run_1/port_nets.png
The bar under the picture is 50 um long.
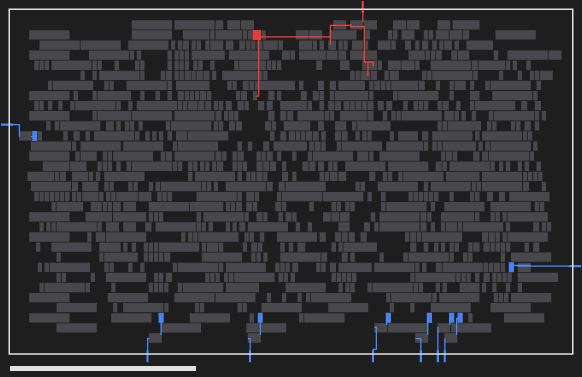
run_1/registers.png
The bar under the picture is 50 um long. Other sequential cells in the stronger grey, the rest of the logic in the fainter grey.
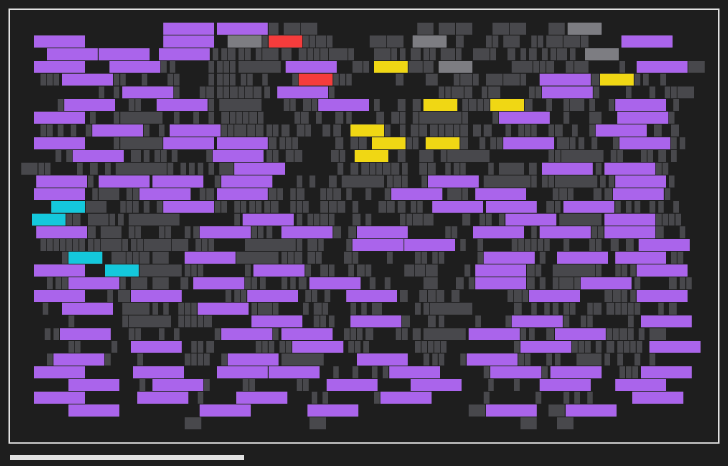
run_1/gate_families.png
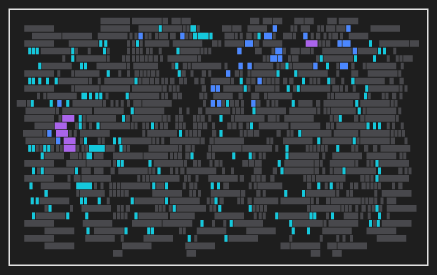
File: src/rtl/fetch_unit_pkg.sv
// Shared types and constants for the instruction fetch unit and its program memory.
package fetch_unit_pkg;
    localparam int PROG_DEPTH = 16;
    localparam int PC_W       = 4;
    localparam int INSTR_W    = 8;

    // Instruction byte layout: [7:5] opcode, [4:0] immediate
    localparam int OPC_MSB = 7;
    localparam int OPC_LSB = 5;
    localparam int IMM_MSB = 4;
    localparam int IMM_LSB = 0;
    localparam int OPC_W   = OPC_MSB - OPC_LSB + 1;
    localparam int IMM_W   = IMM_MSB - IMM_LSB + 1;

    typedef enum logic [1:0] {
        IDLE = 2'd0,
        LOAD = 2'd1,
        RUN  = 2'd2
    } state_e;
endpackage

File: src/rtl/fetch_unit_prog_mem.sv
// 16x8 program store with auto-incrementing write pointer and full flag; async read.
// Writes are dropped once all 16 slots have been filled until the pointer is cleared.
module prog_mem
    import fetch_unit_pkg::*;
(
    input  logic               clk,
    input  logic               reset,
    input  logic               clr_i,
    input  logic               wr_en_i,
    input  logic [INSTR_W-1:0] wdata_i,
    input  logic [PC_W-1:0]    raddr_i,
    output logic [INSTR_W-1:0] rdata_o,
    output logic               full_o
);
    logic [INSTR_W-1:0] mem_q [PROG_DEPTH];
    logic [PC_W-1:0]    waddr_q;
    logic               full_q;

    always_ff @(posedge clk) begin
        if (reset) begin
            for (int i = 0; i < PROG_DEPTH; i++) begin
                mem_q[i] <= '0;
            end
            waddr_q <= '0;
            full_q  <= 1'b0;
        end else if (clr_i) begin
            waddr_q <= '0;
            full_q  <= 1'b0;
        end else if (wr_en_i && !full_q) begin
            mem_q[waddr_q] <= wdata_i;
            waddr_q        <= waddr_q + PC_W'(1);
            // Pointer wraps to 0 on the last slot; full blocks overwriting slot 0
            if (waddr_q == PC_W'(PROG_DEPTH - 1)) begin
                full_q <= 1'b1;
            end
        end
    end

    assign rdata_o = mem_q[raddr_i];
    assign full_o  = full_q;
endmodule

File: src/rtl/fetch_unit.sv
// Instruction fetch: program-load mode fills prog_mem, run mode streams pc/ir with zero-bubble branches.
// Optional FETCH_STEP_EN adds a step input that gates RUN advancement (mode changes ignore step).
module fetch_unit
    import fetch_unit_pkg::*;
(
    input  logic               clk,
    input  logic               reset,
    input  logic               prog_mode,
    input  logic               prog_valid,
    input  logic [INSTR_W-1:0] prog_data,
    output logic               prog_ready,
    input  logic               bez,
    input  logic               ja,
    input  logic               zero,
`ifdef FETCH_STEP_EN
    input  logic               step,
`endif
    output logic [OPC_W-1:0]   opcode,
    output logic [IMM_W-1:0]   imm,
    output logic [PC_W-1:0]    pc,
    output logic               instr_valid
);
    state_e             state_q, state_d;
    logic [PC_W-1:0]    pc_q, pc_d;
    logic [INSTR_W-1:0] ir_q, ir_d;
    logic [PC_W-1:0]    next_pc, rd_addr;
    logic [INSTR_W-1:0] rdata;
    logic               taken, advance, full, mem_clr, mem_we;

`ifdef FETCH_STEP_EN
    assign advance = step;
`else
    assign advance = 1'b1;
`endif

    // imm[4] is dropped: branch targets cover only the 16-entry store
    assign taken   = (bez & zero) | ja;
    assign next_pc = taken ? ir_q[PC_W-1:0] : pc_q + PC_W'(1);
    assign rd_addr = (state_q == RUN) ? next_pc : '0;

    prog_mem u_mem (
        .clk     (clk),
        .reset   (reset),
        .clr_i   (mem_clr),
        .wr_en_i (mem_we),
        .wdata_i (prog_data),
        .raddr_i (rd_addr),
        .rdata_o (rdata),
        .full_o  (full)
    );

    always_comb begin
        state_d = state_q;
        pc_d    = pc_q;
        ir_d    = ir_q;
        mem_clr = 1'b0;
        mem_we  = 1'b0;
        case (state_q)
            IDLE: begin
                if (prog_mode) begin
                    state_d = LOAD;
                end else begin
                    state_d = RUN;
                    pc_d    = '0;
                    ir_d    = rdata;
                end
            end
            LOAD: begin
                if (prog_mode) begin
                    mem_we = prog_valid && !full;
                end else begin
                    state_d = RUN;
                    pc_d    = '0;
                    ir_d    = rdata;
                    mem_clr = 1'b1;
                end
            end
            RUN: begin
                if (prog_mode) begin
                    state_d = LOAD;
                    mem_clr = 1'b1;
                end else if (advance) begin
                    pc_d = next_pc;
                    ir_d = rdata;
                end
            end
            default: state_d = IDLE;
        endcase
    end

    always_ff @(posedge clk) begin
        if (reset) begin
            state_q <= IDLE;
            pc_q    <= '0;
            ir_q    <= '0;
        end else begin
            state_q <= state_d;
            pc_q    <= pc_d;
            ir_q    <= ir_d;
        end
    end

    assign prog_ready  = (state_q == LOAD) && !full;
    assign instr_valid = (state_q == RUN);
    assign opcode      = ir_q[OPC_MSB:OPC_LSB];
    assign imm         = ir_q[IMM_MSB:IMM_LSB];
    assign pc          = pc_q;
endmodule

File: config.mk
export PLATFORM = sky130hd
export DESIGN_NAME = fetch_unit
export DESIGN_NICKNAME = d
export VERILOG_FILES = /design/src/rtl/fetch_unit_pkg.sv /design/src/rtl/fetch_unit_prog_mem.sv /design/src/rtl/fetch_unit.sv
export SDC_FILE = /design/constraint.sdc
export NUM_CORES = 1
export LEC_CHECK = 0
export ABC_AREA = 1
export ABC_CLOCK_PERIOD_IN_PS = 4720
export CAP_MARGIN = 40
export CORE_ASPECT_RATIO = 0.6
export CORE_MARGIN = 2
export CORE_UTILIZATION = 55
export CTS_BUF_LIST = sky130_fd_sc_hd__clkbuf_16
export CTS_CLUSTER_DIAMETER = 120
export DETAILED_ROUTE_END_ITERATION = 6
export MAX_ROUTING_LAYER = met4
export PLACE_DENSITY = 0.71
export SLEW_MARGIN = 20
export SYNTH_ARGS = -nofsm -noshare
export SYNTH_HDL_FRONTEND = slang
export SYNTH_HIERARCHICAL = 1
export SYNTH_SLANG_ARGS = --single-unit
File: constraint.sdc
create_clock -name clk -period 4.72 [get_ports clk]
set_clock_uncertainty 0.05 [all_clocks]
set_input_delay 0.708 -clock clk [delete_from_list [all_inputs] [get_ports clk]]
set_output_delay 0.708 -clock clk [all_outputs]
set_load 0.01 [all_outputs]
==> results.sh, run 1 <==
# flow metrics
export IMPL_status="finished, violations left"
export IMPL_violations="design-rule violations"
export IMPL_wl_um=19450
export IMPL_path_clk_slew_ns=0.06
export IMPL_clockBufferCount=17
export IMPL_rows=32
export IMPL_taps=170
export IMPL_top_layer="met4"
export IMPL_top_area_share_pct=53.66
export IMPL_hold_violations=0
export IMPL_grt_max_degree=65
export IMPL_warnings=30
export IMPL_finalCritPeriodShare_pct=65.71
export IMPL_fp_utilization_pct=56.08
export IMPL_ys_types=30
export IMPL_syn_area_per_cell_um2=8.579
export IMPL_gp_congestion=0.9171
export IMPL_cts_tree="done"
export IMPL_rsz0062_at_grt="false"
export IMPL_setup_viol=0
export IMPL_n_all_inverters=136
export IMPL_met1_length_um=8333
export IMPL_setup_tns_ns=0
export IMPL_cap_violations=0
export IMPL_slew_viol_final=0
export IMPL_design_core_area_um2=12770
export IMPL_n_all_buffers=34
export IMPL_rrSetupSlack_ns=2.08
export IMPL_syn2layout_area_growth_pct=14.17
export IMPL_endpoint="ir_q[5]$_SDFFE_PP0P_"
export IMPL_ys_sh_mux_pct=0
export IMPL_worst_pin_slew_ns=0.8574
export IMPL_cp_start_kind="input pin"
export IMPL_reg2reg_depth=11
export IMPL_critPathTopFamily="buffers and inverters"
export IMPL_sh_comb_area_pct=27.66
export IMPL_nets=872
export IMPL_die_h_um=92.40
export IMPL_drt_wirelength_per_cell_um=18.81
export IMPL_routed_via_density=5.614
export IMPL_wl_met2_um=8166
export IMPL_cts_buffers=17
export IMPL_clk_path_buf_depth=2
export IMPL_synth_flops=147
export IMPL_edf_count=128
export IMPL_p_leak_nw=3.596
export IMPL_cts_root_buffer="clkbuf_16"
export IMPL_hold_class="register to register"
export IMPL_use_met1_pct=44.77
export IMPL_most_common_cell="nand2_1"
export IMPL_r2r_start="pc[0]$_SDFFE_PP0P_"
export IMPL_n_multi_input_combinational_cell=515
export IMPL_top_logic_kind="simple AND/OR/NAND/NOR gates"
export IMPL_min_period_ns=3.101
export IMPL_r2r_end="ir_q[7]$_SDFFE_PP0P_"
export IMPL_cts_num_sinks=147
export IMPL_die_area_um2=13980
export IMPL_antenna_found_initial=0
export IMPL_ys_sh_adder_pct=1.048
export IMPL_async_flop_share_pct=0
export IMPL_ys_chip_area_um2=7163
export IMPL_fillers=1058
export IMPL_ir_drop_v=0.0002340
export IMPL_crit_chain="clkdlybuf4s50_1, nand2_1, nand2_1, nand2_1, o211ai_1, clkinv_1, inv_2, buf_16, nand2_1, nand3_1, nand3_1, nand3_1, nand2_1, nor2_1, nor2_1"
export IMPL_insertion_delay_ns=0.42
export IMPL_drc=1
export IMPL_seq_cells=147
export IMPL_bufAreaShareNonClock_pct=4.406
export IMPL_cts_hold_buf=0
export IMPL_ys_seq_share_pct=58.97
export IMPL_area_leaders="edfxtp_1 (54%), nand2_1 (11%), nor2_1 (7.7%), nand3_1 (6.8%), inv_1 (6.8%)"
export IMPL_crit_fanout=36
export IMPL_die_w_um=151.3
export IMPL_critPathKind="input pin to register"
export IMPL_cp_depth=15
export IMPL_busiest_layer="met1"
export IMPL_synthTopCellsByCount="nand2_1 (214), nor2_1 (146), inv_1 (130)"
export IMPL_largestClassByArea="sequential cells"
export IMPL_dp_hpwl_um=12950
export IMPL_synth_xor_area_share_pct=0.1223
export IMPL_synth_simple_area_share_pct=28.17
export IMPL_cpPeakStageDelay_ns=0.51
export IMPL_first_global_vias=5413
export IMPL_cts_setup_buffers=0
export IMPL_crit_arrival_ns=3.36
## Picture notes: port_nets.png
`instr_valid` -> red  # bits 1, direction output, end cells 1, buffers 1, wire 69.8 um
`prog_data` -> blue  # bits 8, direction input, end cells 8, buffers 8, wire 79.4 um
buffers added on ports: 28
Top-Level Pins: 29

## Picture notes: registers.png
`ir_q` -> yellow  # placed flops 8, where top centre
`state_q` -> red  # placed flops 2
`u_mem/mem_q` -> purple  # placed flops 128, where spread over the die
`u_mem/waddr_q` -> cyan  # placed flops 4, where middle left
not coloured = 5
Seq group: 0.00148 W
Flop area: 4224 um^2
sequential cell area share: 51.65%
fin util: 64.03%

## Picture notes: gate_families.png
inverting AOI/OAI gates -> blue  # cells 28, most used o21ai_1
adder and majority cells -> purple  # cells 6, most used ha_1, where middle left
NOR gates -> cyan  # cells 153, most used nor2_1, where spread over the die

[run 1: flip-flops by register name, summed over array words and instances, names as in the netlist]
signal and flops:
u_mem/mem_q 128, u_mem/waddr_q 4, u_mem/full_o 1, pc 4
state_q 2, ir_q 8
[run 1: report_power, final]
group	switching (W)	leakage [nW]	total [W]	internal, W
clock network	0.000554	0.286	0.00139	0.000835
logic	0.000183	1.83	0.000262	0.0000789
registers	0.0000209	1.48	0.00148	0.00146
[run 1: worst min path at each step]
stage,startpoint,endpoint,slack (ns),cells after the start
floorplan,u_mem/full_o$_SDFFE_PP0P_,u_mem/full_o$_SDFFE_PP0P_,0.42,2
global placement,ir_q[2]$_SDFFE_PP0P_,ir_q[2]$_SDFFE_PP0P_,0.43,2
detailed placement,ir_q[2]$_SDFFE_PP0P_,ir_q[2]$_SDFFE_PP0P_,0.42,2
CTS,ir_q[2]$_SDFFE_PP0P_,ir_q[2]$_SDFFE_PP0P_,0.43,2
global route,ir_q[2]$_SDFFE_PP0P_,ir_q[2]$_SDFFE_PP0P_,0.48,2
finish,ir_q[2]$_SDFFE_PP0P_,ir_q[2]$_SDFFE_PP0P_,0.43,2
[run 1: metrics by stage]
step           instances  setup slack (ns)  area (um^2)  hold slack [ns]
2_1_floorplan        835             2.466         7163           0.4154
3_3_place_gp         999             1.193         7515           0.4311
3_5_place_dp        1001             1.255         7557           0.4164
4_1_cts             1033             1.685         8163           0.4296
5_1_grt             1034             1.460         8178           0.4762
6_report            1034             1.619         8178           0.4343
[run 1: worst min-delay path, stage by stage, from the launching register on]
cell,delay (ns)
dfxtp_1,0.31
inv_1,0.07
a21oi_1,0.06
run_1/zoom.png
The bar under the picture is 10 um long. Window x 25 to 50, y 11 to 36 um. Cells in grey, sequential cells in the stronger grey; small squares are vias.
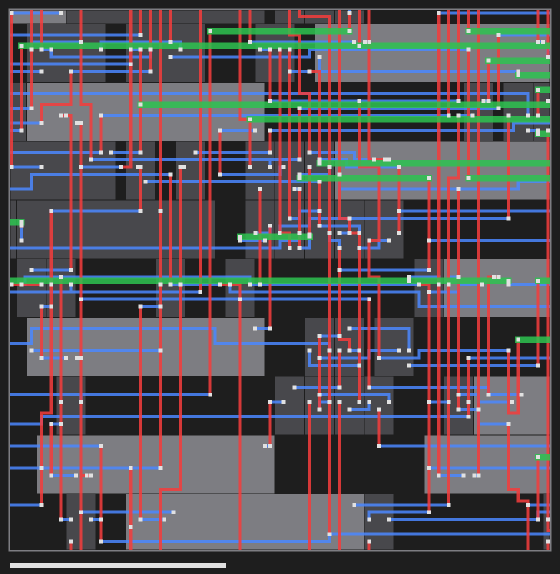

==> run 2: changes to the inputs <==
- ABC_CLOCK_PERIOD_IN_PS: 4720 -> 3000
- clock period: 4.72 -> 3 ns (I/O delays scaled with it)
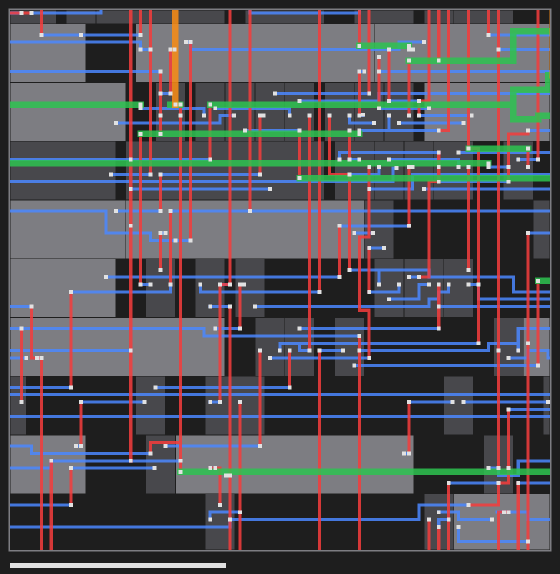
run_2/zoom.png
The bar under the picture is 10 um long. Window x 25 to 50, y 11 to 36 um. Cells in grey, sequential cells in the stronger grey; small squares are vias.
met3 -> green
met2 -> red
met1 -> blue
met4 -> orange
netlist names of flops here include = `u_mem/mem_q` (6)
cells with their middle in the window = 40
most frequent = inv_1 (11), nand2_1 (9), nor2_1 (8)
sequential cells in the window = 6

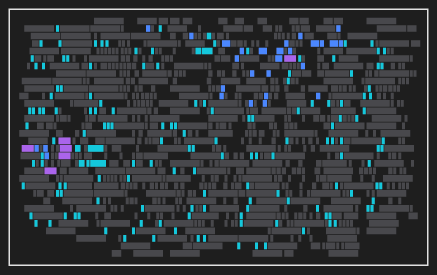
run_2/gate_families.png
inverting AOI/OAI gates -> blue  # cells 28, most used o21ai_1
adder and majority cells -> purple  # cells 6, most used ha_1, where middle left
NOR gates -> cyan  # cells 153, most used nor2_1, where spread over the die
final non-filler cell total: 1070
Comb/total area: 26.74%
Top cell excl fill/tap: nand2_1

==> results.sh, run 2 <==
# flow metrics
export IMPL_clk_path_buf_depth=2
export IMPL_ys_cells=835
export IMPL_rows=32
export IMPL_drc=0
export IMPL_wl_um=19190
export IMPL_design_core_area_um2=12770
export IMPL_ir_drop_v=0.0003838
export IMPL_cp_slowest_cell="buf_4"
export IMPL_fin_ws_ns=0.4576
export IMPL_rrSetupSlack_ns=0.55
export IMPL_syn_area_um2=7163
export IMPL_grt_max_degree=65
export IMPL_critPathKind="input pin to register"
export IMPL_die_h_um=92.40
export IMPL_synth_flops=147
export IMPL_top_layer="met4"
export IMPL_first_global_vias=5660
export IMPL_die_area_um2=13980
export IMPL_drive_above_1_share_pct=11.00
export IMPL_antenna_found_initial=0
export IMPL_syn_area_per_cell_um2=8.579
export IMPL_cts_tree="done"
export IMPL_largestRegisters="u_mem/mem_q: 128 flops, ir_q: 8 flops"
export IMPL_synthTopCellsByCount="nand2_1 (214), nor2_1 (146), inv_1 (130)"
export IMPL_cts_num_sinks=147
export IMPL_nets=908
export IMPL_use_met1_pct=43.77
export IMPL_fin_hold_ws_ns=0.4384
export IMPL_dp_cells=1035
export IMPL_largest_reg_flops=128
export IMPL_routed_via_density=5.466
export IMPL_cts_setup_buffers=0
export IMPL_cts_buffers=17
export IMPL_grt_use_total_pct=30.41
export IMPL_r2r_end="ir_q[1]$_SDFFE_PP0P_"
export IMPL_io_pins=29
export IMPL_routed_wl_met3_um=1820
export IMPL_ys_types=30
export IMPL_crit_fanout=64
export IMPL_synth_nets=856
export IMPL_io_buffers=28
export IMPL_slew_headroom_pct=42.10
export IMPL_dp_hpwl_um=13000
export IMPL_ctsResizeCount=0
export IMPL_gp_congestion=0.9201
export IMPL_cpPeakStageDelay_ns=0.56
export IMPL_fp_utilization_pct=56.08
export IMPL_reg2reg_depth=12
export IMPL_end_kind="register"
export IMPL_cts_root_buffer="clkbuf_16"
export IMPL_insertion_delay_ns=0.42
export IMPL_cap_violations=0
export IMPL_antenna_cells=0
export IMPL_ys_warn_count=6
export IMPL_netlist_instances=835
export IMPL_worst_pin_slew_ns=0.8675
export IMPL_crit_required_ns=3.26
export IMPL_use_met2_pct=44.49
export IMPL_pre_cts_slack_ns=0.08692
export IMPL_use_met3_pct=6.847
export IMPL_hold_violations=0
export IMPL_ant_nets=0
export IMPL_power_w=0.004927
export IMPL_p_leak_nw=3.765
export IMPL_async_flop_share_pct=0
export IMPL_max_freq_mhz=393.3
export IMPL_vias=5849
export IMPL_hold_class="register to register"
export IMPL_top_area_cell="edfxtp_1"
export IMPL_status="complete, no violations"
export IMPL_most_common_cell="nand2_1"
export IMPL_crit_arrival_ns=2.80
export IMPL_finalCritPeriodShare_pct=84.75
export IMPL_final_area_um2=8459
export IMPL_place_area_um2=7797
export IMPL_area_leaders="edfxtp_1 (54%), nand2_1 (11%), nor2_1 (7.7%), nand3_1 (6.8%), inv_1 (6.8%)"
export IMPL_crit_top_cell="nand2_1"
export IMPL_lay_top_cells="nand2_1 (214), nor2_1 (146), inv_1 (129), edfxtp_1 (128), nand3_1 (98)"
export IMPL_endpoint="ir_q[1]$_SDFFE_PP0P_"
export IMPL_met1_length_um=8548
export IMPL_die_w_um=151.3
export IMPL_crit_start="zero"
export IMPL_ys_seq_share_pct=58.97
export IMPL_post_route_util_pct=66.23
export IMPL_warnings=30
export IMPL_busiest_layer="met2"
export IMPL_power_density_nw_per_um2=582.5
export IMPL_path_clk_slew_ns=0.06
export IMPL_r2r_start="state_q[1]$_SDFFE_PP0P_"
export IMPL_edf_count=128
export IMPL_setup_viol=0
export IMPL_ys_flop_type="edfxtp_1"
export IMPL_top_area_share_pct=53.66
export IMPL_regMostFlops="u_mem/mem_q"
export IMPL_cts_max_level=4
export IMPL_cp_start_kind="input pin"
export IMPL_slew_viol_final=0
export IMPL_min_period_ns=2.542
export IMPL_wl_met2_um=8628
export IMPL_cts_hold_buf=0
export IMPL_crit_chain="clkdlybuf4s50_1, nand2_1, nand2_1, o211ai_1, clkinv_1, buf_4, nand2_1, nand3_1, nand3_1, nand3_1, nand2_1, o21ai_1, a21oi_1"
export IMPL_setup_tns_ns=0
export IMPL_ys_chip_area_um2=7163
export IMPL_syn2layout_area_growth_pct=18.10
export IMPL_firstDrtPassIters=6
export IMPL_rsz0062_at_grt="false"
export IMPL_drt_wirelength_per_cell_um=17.93
export IMPL_drtIter0Drc=984
[run 2: netlist changes by cell type in the layout (fill, tap and decap cells not counted), sizes merged]
cell	change
clkinvlp	-1
inv	-1
buf	+36
clkinv	+2
[run 2: power breakdown]
part           internal, W  leakage (nW)  switching, W
Combinational     0.000142          2.00      0.000287
Sequential         0.00229          1.48     0.0000315
Clock              0.00131         0.288      0.000864
[run 2: cell families after synthesis]
logic type | Yosys count | synth area share [%]
AND-OR/OR-AND | 28 | 2.236
adder cells (fa/ha/maj) | 6 | 1.048
buffers and inverters | 173 | 9.450
flip-flops | 147 | 58.97
AND/OR/NAND/NOR | 480 | 28.17
XOR/XNOR | 1 | 0.1223
[run 2: cell type report]
class | instances | area (um^2)
Timing Repair Buffer | 70 | 643.1
Fill cell | 1052 | 4313
Inverter | 136 | 513.0
Sequential cell | 147 | 4224
Multi-Input combinational cell | 515 | 2262
Clock inverter | 15 | 178.9
Clock buffer | 17 | 425.4
Tap cell | 170 | 212.7
[run 2: how the worst min path moves through the flow]
stage,from,to,cells past startpoint
final,ir_q[1]$_SDFFE_PP0P_,ir_q[1]$_SDFFE_PP0P_,2
after floorplan,u_mem/full_o$_SDFFE_PP0P_,u_mem/full_o$_SDFFE_PP0P_,2
after detailed placement,ir_q[0]$_SDFFE_PP0P_,ir_q[0]$_SDFFE_PP0P_,2
after CTS,ir_q[1]$_SDFFE_PP0P_,ir_q[1]$_SDFFE_PP0P_,2
after global routing,ir_q[0]$_SDFFE_PP0P_,ir_q[0]$_SDFFE_PP0P_,2
after global placement,ir_q[1]$_SDFFE_PP0P_,ir_q[1]$_SDFFE_PP0P_,2
[run 2: worst max-delay path: cells and delay by family]
family / cells / cell delay (ns)
AND-OR/OR-AND: 3 / 0.34
buffers and inverters: 3 / 1.16
AND/OR/NAND/NOR: 7 / 0.83
run_2/port_nets.png
The bar under the picture is 50 um long.
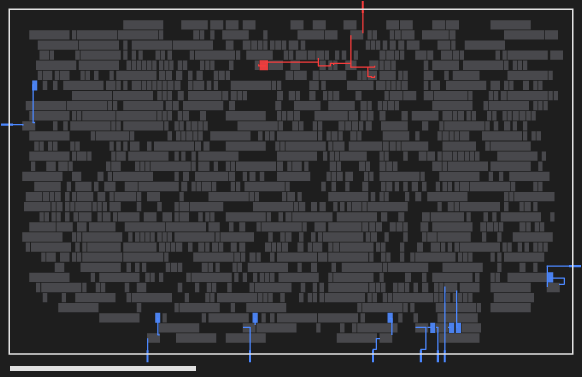

==> run 3: changes to the inputs <==
- ABC_CLOCK_PERIOD_IN_PS: 3000 -> 2460
- clock period: 3 -> 2.46 ns (I/O delays scaled with it)
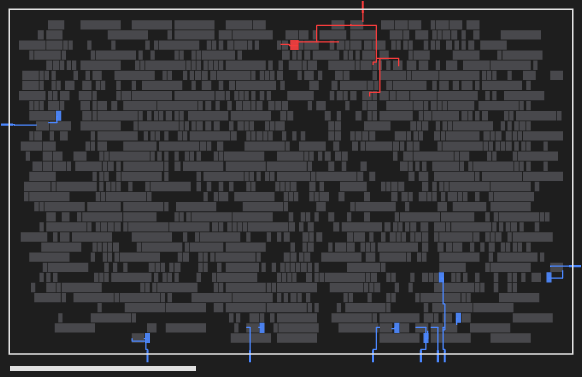
run_3/port_nets.png
The bar under the picture is 50 um long.
`instr_valid` -> red  # bits 1, direction output, end cells 1, buffers 1, wire 72.6 um
`prog_data` -> blue  # bits 8, direction input, end cells 8, buffers 8, wire 95.5 um

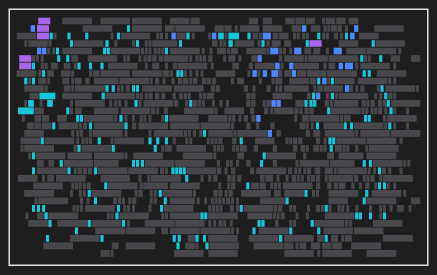
run_3/gate_families.png
adder and majority cells -> purple  # cells 6, most used ha_1
NOR gates -> cyan  # cells 153, most used nor2_1, where spread over the die
inverting AOI/OAI gates -> blue  # cells 28, most used o21ai_1

==> results.sh, run 3 <==
# flow metrics
export IMPL_crit_start="pc[0]$_SDFFE_PP0P_"
export IMPL_insertion_delay_ns=0.42
export IMPL_first_global_vias=5689
export IMPL_fillers=1027
export IMPL_p_seq_w=0.00283
export IMPL_vias=5903
export IMPL_setup_viol=0
export IMPL_post_route_util_pct=68.03
export IMPL_synthTopCellsByCount="nand2_1 (214), nor2_1 (146), inv_1 (130)"
export IMPL_top_area_cell="edfxtp_1"
export IMPL_cts_setup_buffers=0
export IMPL_async_flop_share_pct=0
export IMPL_crit_arrival_ns=2.49
export IMPL_ys_seq_share_pct=58.97
export IMPL_crit_top_cell="nand3_1"
export IMPL_cp_slowest_cell="dfxtp_1"
export IMPL_cp_start_kind="register"
export IMPL_p_int_w=0.004485
export IMPL_lay_top_count="nand2_1"
export IMPL_ys_types=30
export IMPL_r2r_start="pc[0]$_SDFFE_PP0P_"
export IMPL_powerComb_w=0.000565
export IMPL_synth_flops=147
export IMPL_cts_num_sinks=147
export IMPL_synth_nets=856
export IMPL_die_h_um=92.40
export IMPL_design_core_area_um2=12770
export IMPL_antenna_cells=0
export IMPL_io_pins=29
export IMPL_die_w_um=151.3
export IMPL_cts_max_level=4
export IMPL_maxPowerGroup="sequential cells"
export IMPL_logic_area_um2=2262
export IMPL_switching_share_pct=24.10
export IMPL_nets=926
export IMPL_crit_required_ns=2.75
export IMPL_lay_top_cells="nand2_1 (214), nor2_1 (146), inv_1 (131), edfxtp_1 (128), nand3_1 (98)"
export IMPL_syn_area_um2=7163
export IMPL_sequentialPowerShare_pct=47.9
export IMPL_ys_chip_area_um2=7163
export IMPL_routed_via_density=5.426
export IMPL_max_freq_mhz=455.8
export IMPL_endpoint="ir_q[1]$_SDFFE_PP0P_"
export IMPL_largestRegisters="u_mem/mem_q: 128 flops, ir_q: 8 flops"
export IMPL_flop_area_um2=4224
export IMPL_critPathKind="register to register"
export IMPL_pg_clk_w=0.00251
export IMPL_crit_chain="ha_1, o211ai_1, inv_1, inv_1, buf_4, nand3_1, nand3_1, nand3_1, nand2_1, o21ai_1, a21oi_1"
export IMPL_cts_buffers=17
export IMPL_most_common_cell="nand2_1"
export IMPL_drive_above_1_share_pct=12.75
export IMPL_combPwrFrac_pct=9.6
export IMPL_grt_max_degree=49
export IMPL_ys_warn_count=6
export IMPL_dp_hpwl_um=13370
export IMPL_worst_pin_slew_ns=0.4836
export IMPL_crit_fanout=16
export IMPL_pwr_share_clk_pct=42.5
export IMPL_drc=0
export IMPL_firstDrtPassIters=5
export IMPL_edf_count=128
export IMPL_status="complete, no violations"
export IMPL_die_area_um2=13980
export IMPL_reg2reg_depth=11
export IMPL_cpPeakStageDelay_ns=0.43
==> run 3: logic make-up after synthesis <==
group                      Yosys count  share of synthesized area, %
and+or+nand+nor                    480                         28.17
xor gates and xnor gates             1                        0.1223
DFF                                147                         58.97
adders and majority gates            6                         1.048
AOI/OAI and AO/OA                   28                         2.236
buffers and inverters              173                         9.450
==> run 3: worst min-delay path by stage <==
stage,from,end,slack [ns],depth (start not counted)
2_1_floorplan,reset,pc[2]$_SDFFE_PP0P_,0.38,1
3_5_place_dp,ir_q[3]$_SDFFE_PP0P_,ir_q[3]$_SDFFE_PP0P_,0.44,2
6_report,ir_q[3]$_SDFFE_PP0P_,ir_q[3]$_SDFFE_PP0P_,0.45,2
4_1_cts,ir_q[3]$_SDFFE_PP0P_,ir_q[3]$_SDFFE_PP0P_,0.45,2
5_1_grt,ir_q[3]$_SDFFE_PP0P_,ir_q[3]$_SDFFE_PP0P_,0.48,2
3_3_place_gp,u_mem/full_o$_SDFFE_PP0P_,u_mem/full_o$_SDFFE_PP0P_,0.43,2
==> run 3: stage by stage <==
step                      cell area (um^2)  instances  setup TNS [ns]  total power, W
after CTS                             8688       1088               0        0.005913
after floorplan                       7163        835               0        0.003171
final                                 8688       1088               0        0.005909
after detailed placement              8118       1056         -0.9876        0.003436
after global routing                  8688       1088               0        0.006098
after global placement                8118       1056         -0.8159        0.003422
==> run 3: routing by layer <==
metal	GRT usage (%)	wire (um)
met5	-	0
met1	42.65	8509
met4	8.956	286
met2	44.34	8474
met3	8.571	2092
==> run 3: cell type report <==
| cell class | instances | area share, % |
|---|---|---|
| multi-input cells | 515 | 26.04 |
| repair buffers | 88 | 10.43 |
| clock buffers | 17 | 4.896 |
| clock inverters | 15 | 1.671 |
| inverters | 136 | 5.904 |
| well taps | 170 | 2.448 |
| flip-flops and latches | 147 | 48.62 |
Power is estimated from default activity; no workload was simulated.
